==> src/rtl/mem_lsu_if.sv <==
// Data-side SRAM-like bus between the memory-stage LSU (master) and the data memory (slave).
// Requests use a two-phase addr_ok/data_ok handshake with one access outstanding.
interface mem_lsu_if #(
  parameter int unsigned AW = 32,
  parameter int unsigned DW = 32
) ();
  logic              data_req;
  logic              data_wr;
  logic [1:0]        data_size;
  logic [AW-1:0]     data_addr;
  logic [DW/8-1:0]   data_wstrb;
  logic [DW-1:0]     data_wdata;
  logic              data_addr_ok;
  logic              data_data_ok;
  logic [DW-1:0]     data_rdata;

  modport master (
    output data_req,
    output data_wr,
    output data_size,
    output data_addr,
    output data_wstrb,
    output data_wdata,
    input  data_addr_ok,
    input  data_data_ok,
    input  data_rdata
  );

  modport slave (
    input  data_req,
    input  data_wr,
    input  data_size,
    input  data_addr,
    input  data_wstrb,
    input  data_wdata,
    output data_addr_ok,
    output data_data_ok,
    output data_rdata
  );
endinterface

==> src/rtl/mem_lsu.sv <==
// Memory-stage load/store unit: issues one access at a time on the data bus, formats load
// data, checks alignment and stalls the pipeline while an access is outstanding.
module mem_lsu #(
  parameter int unsigned AW = 32,
  parameter int unsigned DW = 32
) (
  input  logic          clk,
  input  logic          resetn,
  input  logic          in_valid,
  input  logic [3:0]    in_mem_op,
  input  logic [AW-1:0] in_addr,
  input  logic [DW-1:0] in_wdata,
  input  logic [DW-1:0] in_alu_result,
  input  logic          flush,
  output logic          stall_from_memory,
  mem_lsu_if.master     bus,
  output logic          out_valid,
  output logic [DW-1:0] out_result,
  output logic [1:0]    out_exc,
  output logic [AW-1:0] out_badvaddr
);

  localparam logic [3:0] OpNone = 4'd0;
  localparam logic [3:0] OpLb   = 4'd1;
  localparam logic [3:0] OpLbu  = 4'd2;
  localparam logic [3:0] OpLh   = 4'd3;
  localparam logic [3:0] OpLhu  = 4'd4;
  localparam logic [3:0] OpLw   = 4'd5;
  localparam logic [3:0] OpSb   = 4'd6;
  localparam logic [3:0] OpSh   = 4'd7;
  localparam logic [3:0] OpSw   = 4'd8;

  localparam logic [1:0] ExcNone = 2'b00;
  localparam logic [1:0] ExcAdel = 2'b01;
  localparam logic [1:0] ExcAdes = 2'b10;

  typedef enum logic [1:0] {StIdle, StReq, StWait, StDrain} state_e;

  state_e        state_q, state_d;
  logic [3:0]    op_q, op_d;
  logic [AW-1:0] addr_q, addr_d;
  logic [DW-1:0] wdata_q, wdata_d;
  logic          req;

  function automatic logic is_mem_op(input logic [3:0] op);
    return (op != OpNone) && (op <= OpSw);
  endfunction

  function automatic logic is_store_op(input logic [3:0] op);
    return (op == OpSb) || (op == OpSh) || (op == OpSw);
  endfunction

  // 0 byte, 1 half, 2 word
  function automatic logic [1:0] op_size(input logic [3:0] op);
    logic [1:0] size;
    case (op)
      OpLh, OpLhu, OpSh: size = 2'd1;
      OpLw, OpSw:        size = 2'd2;
      default:           size = 2'd0;
    endcase
    return size;
  endfunction

  function automatic logic is_misaligned(input logic [3:0] op, input logic [1:0] lsb);
    logic [1:0] size;
    size = op_size(op);
    return ((size == 2'd1) && lsb[0]) || ((size == 2'd2) && (lsb != 2'b00));
  endfunction

  logic in_is_mem, in_is_store, in_misaligned;

  assign in_is_mem     = is_mem_op(in_mem_op);
  assign in_is_store   = is_store_op(in_mem_op);
  assign in_misaligned = is_misaligned(in_mem_op, in_addr[1:0]);

  // Store lane formatting from the latched access
  logic [DW/8-1:0] st_wstrb;
  logic [DW-1:0]   st_wdata;

  always_comb begin
    st_wstrb = '0;
    st_wdata = wdata_q;
    case (op_q)
      OpSb: begin
        st_wstrb = 4'b0001 << addr_q[1:0];
        st_wdata = {4{wdata_q[7:0]}};
      end
      OpSh: begin
        st_wstrb = addr_q[1] ? 4'b1100 : 4'b0011;
        st_wdata = {2{wdata_q[15:0]}};
      end
      OpSw: st_wstrb = 4'b1111;
      default: ;
    endcase
  end

  // Load lane selection and extension
  logic [7:0]    ld_byte;
  logic [15:0]   ld_half;
  logic [DW-1:0] ld_data;

  assign ld_byte = bus.data_rdata[{addr_q[1:0], 3'b000} +: 8];
  assign ld_half = bus.data_rdata[{addr_q[1], 4'b0000} +: 16];

  always_comb begin
    ld_data = '0;
    case (op_q)
      OpLb:    ld_data = {{(DW-8){ld_byte[7]}}, ld_byte};
      OpLbu:   ld_data = {{(DW-8){1'b0}}, ld_byte};
      OpLh:    ld_data = {{(DW-16){ld_half[15]}}, ld_half};
      OpLhu:   ld_data = {{(DW-16){1'b0}}, ld_half};
      OpLw:    ld_data = bus.data_rdata;
      default: ld_data = '0;
    endcase
  end

  always_comb begin
    state_d           = state_q;
    op_d              = op_q;
    addr_d            = addr_q;
    wdata_d           = wdata_q;
    req               = 1'b0;
    stall_from_memory = 1'b0;
    out_valid         = 1'b0;
    out_result        = '0;
    out_exc           = ExcNone;
    out_badvaddr      = '0;

    case (state_q)
      StIdle: begin
        if (in_valid) begin
          if (!in_is_mem) begin
            out_valid  = 1'b1;
            out_result = in_alu_result;
          end else if (in_misaligned) begin
            out_valid    = 1'b1;
            out_exc      = in_is_store ? ExcAdes : ExcAdel;
            out_badvaddr = in_addr;
          end else if (!flush) begin
            op_d              = in_mem_op;
            addr_d            = in_addr;
            wdata_d           = in_wdata;
            state_d           = StReq;
            stall_from_memory = 1'b1;
          end
        end
      end

      StReq: begin
        req               = 1'b1;
        stall_from_memory = 1'b1;
        // A flush before acceptance withdraws the request; after acceptance the data must drain
        if (flush) begin
          state_d = bus.data_addr_ok ? StDrain : StIdle;
        end else if (bus.data_addr_ok) begin
          state_d = StWait;
        end
      end

      StWait: begin
        stall_from_memory = !bus.data_data_ok;
        if (bus.data_data_ok) begin
          state_d = StIdle;
          if (!flush) begin
            out_valid  = 1'b1;
            out_result = ld_data;
          end
        end else if (flush) begin
          state_d = StDrain;
        end
      end

      StDrain: begin
        stall_from_memory = in_valid;
        if (bus.data_data_ok) begin
          state_d = StIdle;
        end
      end

      default: state_d = StIdle;
    endcase

    if (!resetn) begin
      req               = 1'b0;
      stall_from_memory = 1'b0;
      out_valid         = 1'b0;
      out_exc           = ExcNone;
    end
  end

  always_ff @(posedge clk) begin
    if (!resetn) begin
      state_q <= StIdle;
      op_q    <= '0;
      addr_q  <= '0;
      wdata_q <= '0;
    end else begin
      state_q <= state_d;
      op_q    <= op_d;
      addr_q  <= addr_d;
      wdata_q <= wdata_d;
    end
  end

  // Bus fields come straight from the latched access, so they hold while a request waits
  assign bus.data_req   = req;
  assign bus.data_wr    = resetn && is_store_op(op_q);
  assign bus.data_size  = op_size(op_q);
  assign bus.data_addr  = addr_q;
  assign bus.data_wstrb = resetn ? st_wstrb : '0;
  assign bus.data_wdata = st_wdata;

  a_req_hold: assert property (@(posedge clk) disable iff (!resetn)
    (bus.data_req && !bus.data_addr_ok && !flush) |=>
      (bus.data_req && $stable(bus.data_addr) && $stable(bus.data_wstrb) &&
       $stable(bus.data_wdata) && $stable(bus.data_size)));

  a_no_result_while_req: assert property (@(posedge clk) disable iff (!resetn)
    !(bus.data_req && out_valid));

endmodule
==> src/flat_wrapper.sv <==
// flat-port wrapper written by rule: the top's interface ports become plain ports
module mem_lsu_flat 
#(
  parameter int unsigned AW = 32,
  parameter int unsigned DW = 32
)
  (clk, resetn, in_valid, in_mem_op, in_addr, in_wdata, in_alu_result, flush, stall_from_memory, out_valid, out_result, out_exc, out_badvaddr, bus_data_req, bus_data_wr, bus_data_size, bus_data_addr, bus_data_wstrb, bus_data_wdata, bus_data_addr_ok, bus_data_data_ok, bus_data_rdata);
  mem_lsu_if #(.AW(AW), .DW(DW)) bus_i ();
  input  logic clk;
  input  logic resetn;
  input  logic in_valid;
  input  logic [3:0] in_mem_op;
  input  logic [AW-1:0] in_addr;
  input  logic [DW-1:0] in_wdata;
  input  logic [DW-1:0] in_alu_result;
  input  logic flush;
  output logic stall_from_memory;
  output logic out_valid;
  output logic [DW-1:0] out_result;
  output logic [1:0] out_exc;
  output logic [AW-1:0] out_badvaddr;
  output wire logic [$bits(bus_i.data_req)-1:0] bus_data_req;
  output wire logic [$bits(bus_i.data_wr)-1:0] bus_data_wr;
  output wire logic [$bits(bus_i.data_size)-1:0] bus_data_size;
  output wire logic [$bits(bus_i.data_addr)-1:0] bus_data_addr;
  output wire logic [$bits(bus_i.data_wstrb)-1:0] bus_data_wstrb;
  output wire logic [$bits(bus_i.data_wdata)-1:0] bus_data_wdata;
  input wire logic [$bits(bus_i.data_addr_ok)-1:0] bus_data_addr_ok;
  input wire logic [$bits(bus_i.data_data_ok)-1:0] bus_data_data_ok;
  input wire logic [$bits(bus_i.data_rdata)-1:0] bus_data_rdata;
  assign bus_data_req = bus_i.data_req;
  assign bus_data_wr = bus_i.data_wr;
  assign bus_data_size = bus_i.data_size;
  assign bus_data_addr = bus_i.data_addr;
  assign bus_data_wstrb = bus_i.data_wstrb;
  assign bus_data_wdata = bus_i.data_wdata;
  assign bus_i.data_addr_ok = bus_data_addr_ok;
  assign bus_i.data_data_ok = bus_data_data_ok;
  assign bus_i.data_rdata = bus_data_rdata;
  mem_lsu #(.AW(AW), .DW(DW)) u_core (.clk(clk), .resetn(resetn), .in_valid(in_valid), .in_mem_op(in_mem_op), .in_addr(in_addr), .in_wdata(in_wdata), .in_alu_result(in_alu_result), .flush(flush), .stall_from_memory(stall_from_memory), .bus(bus_i), .out_valid(out_valid), .out_result(out_result), .out_exc(out_exc), .out_badvaddr(out_badvaddr));
endmodule
==> config.mk <==
export PLATFORM = sky130hd
export DESIGN_NAME = mem_lsu_flat
export DESIGN_NICKNAME = d
export VERILOG_FILES = /design/src/rtl/mem_lsu_if.sv /design/src/rtl/mem_lsu.sv /design/src/flat_wrapper.sv
export SDC_FILE = /design/constraint.sdc
export NUM_CORES = 1
export LEC_CHECK = 0
export CORE_MARGIN = 5
export CORE_UTILIZATION = 35
export CTS_BUF_LIST = sky130_fd_sc_hd__clkbuf_8
export DETAILED_ROUTE_END_ITERATION = 12
export PLACE_DENSITY = 0.84
export SLEW_MARGIN = 20
export SYNTH_ARGS = -nofsm -noshare
export SYNTH_HDL_FRONTEND = slang
export SYNTH_SLANG_ARGS = --single-unit
==> constraint.sdc <==
create_clock -name clk -period 2.8 [get_ports clk]
set_input_delay 0.84 -clock clk [delete_from_list [all_inputs] [get_ports clk]]
set_output_delay 0.84 -clock clk [all_outputs]
set_load 0.02 [all_outputs]
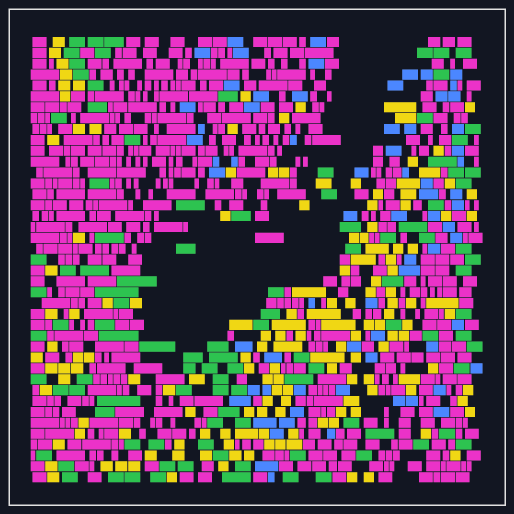
drive_strength.png
Scale: 4 px per um.
color	size	cells	share
green	drive 6 and up	106	11%
blue	drive 2	69	7.0%
yellow	drive 3 to 4	153	16%
magenta	drive 1 or less	659	67%

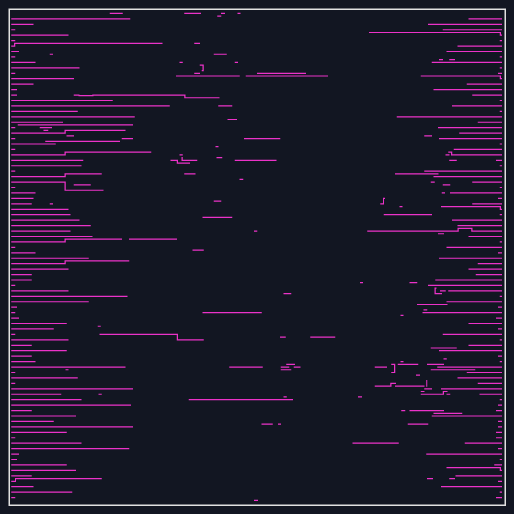
met3.png
Scale: 4 px per um.
longest straight run	39.3 um
main direction	horizontal
share of all routed wire	11%
nets with wire on the layer	233
final wirelength: 20800 um
Vias: 6165

==> results.json <==
{
  "p_per_area_nw_per_um2": 319,
  "postSynthCellCount": 644,
  "cp_data_required_time_ps": 1960,
  "ys_seq_elements": 70,
  "min_path_type": "reg2reg",
  "synth_area_um2": 4520,
  "seq_area_frac_synth_pct": 31.0,
  "finalClockPeriodUsage_pct": 109,
  "top_cell_area_share_pct": 31.0,
  "fmax_mhz": 327,
  "nNetsFinal": 1120,
  "fp_nets": 782,
  "critical_path.max_stage_delay_ps": 220,
  "min_period_ps": 3050,
  "path_max_fanout": 4,
  "cts_tree": "yes",
  "setup_viol": 68,
  "routabilityCongestion": 0.907,
  "cp-end-kind": "output pin",
  "area_growth_pct": 97.1,
  "grt_pass1_wl_um": 30100,
  "worstMarginPinSlew_ps": 974,
  "max-vdd-ir-drop_mv": 0.395,
  "met3_usage_pct": 10.7,
  "vias_per_cell": 5.31,
  "root_buffer": "clkbuf_8",
  "final_core_util_pct": 70.6,
  "status": "finished, violations left",
  "drv_slew": 0,
  "drive_above_1_share_pct": 33.2,
  "htree_levels": 3,
  "ys_cells": 644,
  "antenna_found_initial": 1,
  "worst-path-buf-inv": 5,
  "grt_pass1_vias": 6129,
  "first_pass_iters": 5,
  "ant_nets": 0,
  "chip_area_um2": 15300,
  "top_usage_layer": "met2",
  "violations": "setup timing",
  "wl_per_cell_um": 17.9,
  "cts-buffers-inserted": 9,
  "io_pins": 278,
  "hold_viol_final": 0,
  "cts_buffer_depth": 2,
  "critical_path_class": "in2out",
  "detailed_place.area_um2": 8110,
  "syn_area_per_cell_um2": 7.01,
  "setup_ws_ps": -254,
  "fin_area_um2": 8900,
  "grt_setup_unrepaired": "yes",
  "enable_flop_cells": 0,
  "yosys.area.top_type": "dfxtp_1",
  "cts.sinks": 70,
  "start_kind": "input port",
  "ys_top_cells_by_area": "dfxtp_1 31%, nand2_1 11%, nand3_1 8.3%, o21ai_0 6.6%, and2_1 5.3%",
  "cp_top_family": "buffers and inverters",
  "drc": 0,
  "dieWidth_um": 124,
  "grt_max_degree": 107,
  "fp-utilization_pct": 35.8,
  "yosysChipArea_um2": 4520,
  "path_cells": "buf_12 > buf_4 > buf_6 > nor3b_2 > o21bai_1 > nand2_2 > buf_6 > o21ai_2 > and3b_1 > buf_6",
  "setup_tns_ps": -10730,
  "crit_top_cell": "buf_6",
  "grt_util_met2_pct": 44.9,
  "core_area_um2": 12600,
  "synthArstFlopShare_pct": 0,
  "track_usage_pct": 25.1,
  "drt_iter0_markers": 373,
  "p_leak_nw": 3.57,
  "max-cap-violations": 0,
  "cts_hold_repair.buffers": 0,
  "hpwl_um": 15200,
  "nFillCells": 962,
  "clkTransAtPathRegs_ps": 80,
  "fin_cells": 1160,
  "maxSlewHeadroom_pct": 35.1,
  "grt_remaining_overflow": 0,
  "tool_warnings": 30,
  "ys.flop_type": "dfxtp_1",
  "die_h_um": 124,
  "portBuffers": 277,
  "arrival_ps": 2210,
  "placedCellCount": 1121,
  "cp_slowest_cell": "o21bai_1",
  "grtUsageMet1_pct": 24.3,
  "num_rows": 41,
  "synth_cell_types": 46,
  "ys.warnings.count": 0
}
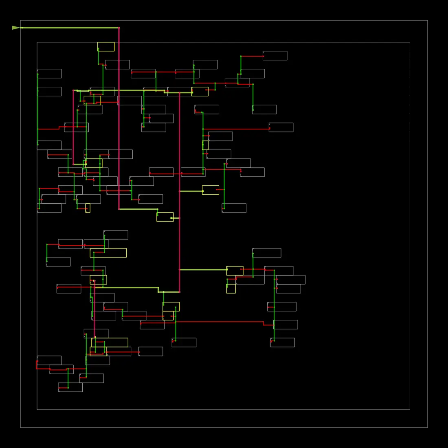
final_clocks.png
clock skew: 10.7 ps
Clk. pwr: 0.000929 W
worst-skew pair later-pin latency: 360 ps

-- kinds of logic after synthesis --
kind of cell / after synthesis / share of synthesized area [%]
flip-flops: 70 / 31.0
AND/OR/NAND/NOR: 296 / 30.9
AND-OR/OR-AND: 177 / 23.3
multiplexers: 31 / 7.17
XOR/XNOR: 3 / 0.582
buffers and inverters: 67 / 7.09
-- routing by layer --
| metal | up-vias | wire (um) |
|---|---|---|
| met2 | 314 | 10300 |
| met3 | 76 | 2340 |
| met4 | 0 | 1030 |
| li1 | 2930 | - |
| met5 | - | 0 |
| met1 | 2845 | 7090 |
-- Yosys cell counts, types with 4 or more instances --
library cell / instances
a21boi_0: 6
a21oi_1: 32
a22oi_1: 5
inv_1: 4
nor3_1: 5
a221o_1: 13
dfxtp_1: 70
buf_2: 11
o21ai_1: 41
nand2_1: 135
mux2_2: 11
o21ai_0: 60
buf_4: 12
nor2b_1: 7
mux2i_1: 20
clkbuf_1: 35
nor2_1: 17
and2_1: 38
nand3_1: 75
nand2b_1: 4
-- worst min-delay path, cell delays in order (launching register included) --
cell     delay [ps]
dfxtp_1         320
nand2_1          50
o21ai_1          50
-- flip-flops by register name (all words and copies together), names as in the netlist --
name                  count
u_core.state_q            2
u_core.bus.data_addr     32
u_core.wdata_q           32
u_core.op_q               4
-- what timing repair did --
action / CTS / global route
gates resized: 540 / 95
setup endpoints to repair: 99 / 88
cloned: 3 / 1
pin swaps: 22 / 24
setup buffers: 15 / 8
-- report_power, final --
group	internal [W]	switching (W)	total, W
Sequential	0.00102	0.0000255	0.00105
Clock	0.000524	0.000405	0.000929
Combinational	0.000469	0.000391	0.000861
Total	0.00202	0.000822	0.00284
-- cell type report --
class,count,area [um^2],share of cell area (%)
diodes,1,2.50,0.0281
clock buffers,10,138,1.55
clock inverters,6,85.1,0.955
inverters,4,17.5,0.197
multi-input cells,507,3170,35.6
flip-flops and latches,70,1420,15.9
well taps,172,215,2.42
repair buffers,390,3860,43.3
-- path summary, 6_finish.rpt --
path,from,end,slack (ps),cells past startpoint
max,in_mem_op[2],out_valid,-250,10
max reg2reg,u_core.state_q[1],u_core.wdata_q[21],970,8
min reg2reg,u_core.wdata_q[23],u_core.wdata_q[23],450,2
min,u_core.wdata_q[23],u_core.wdata_q[23],450,2
-- per-stage QoR --
stage	hold slack, ps	worst slack, ps	total power, W
6_report	453	-254	0.00284
5_1_grt	474	-318	0.00296
4_1_cts	453	-265	0.00281
3_5_place_dp	440	-1330	0.00187
3_3_place_gp	436	-1280	0.00186
2_1_floorplan	429	1.31	0.00139
-- layout by cell type, fill, tap and decap left out, types with 9 or more instances in the layout --
master	instances
clkbuf_8	10
mux2i_1	17
buf_6	77
and2_4	32
clkdlybuf4s15_2	9
nand3_1	70
nor2_1	14
a221o_1	13
o21ai_1	48
buf_12	9
dfxtp_1	65
o21ai_0	41
nand2_1	134
a21oi_2	11
clkdlybuf4s50_1	154
buf_4	98
dlygate4sd2_1	24
o21ai_2	12
a21oi_1	20
Power and IR drop assume default switching activity.
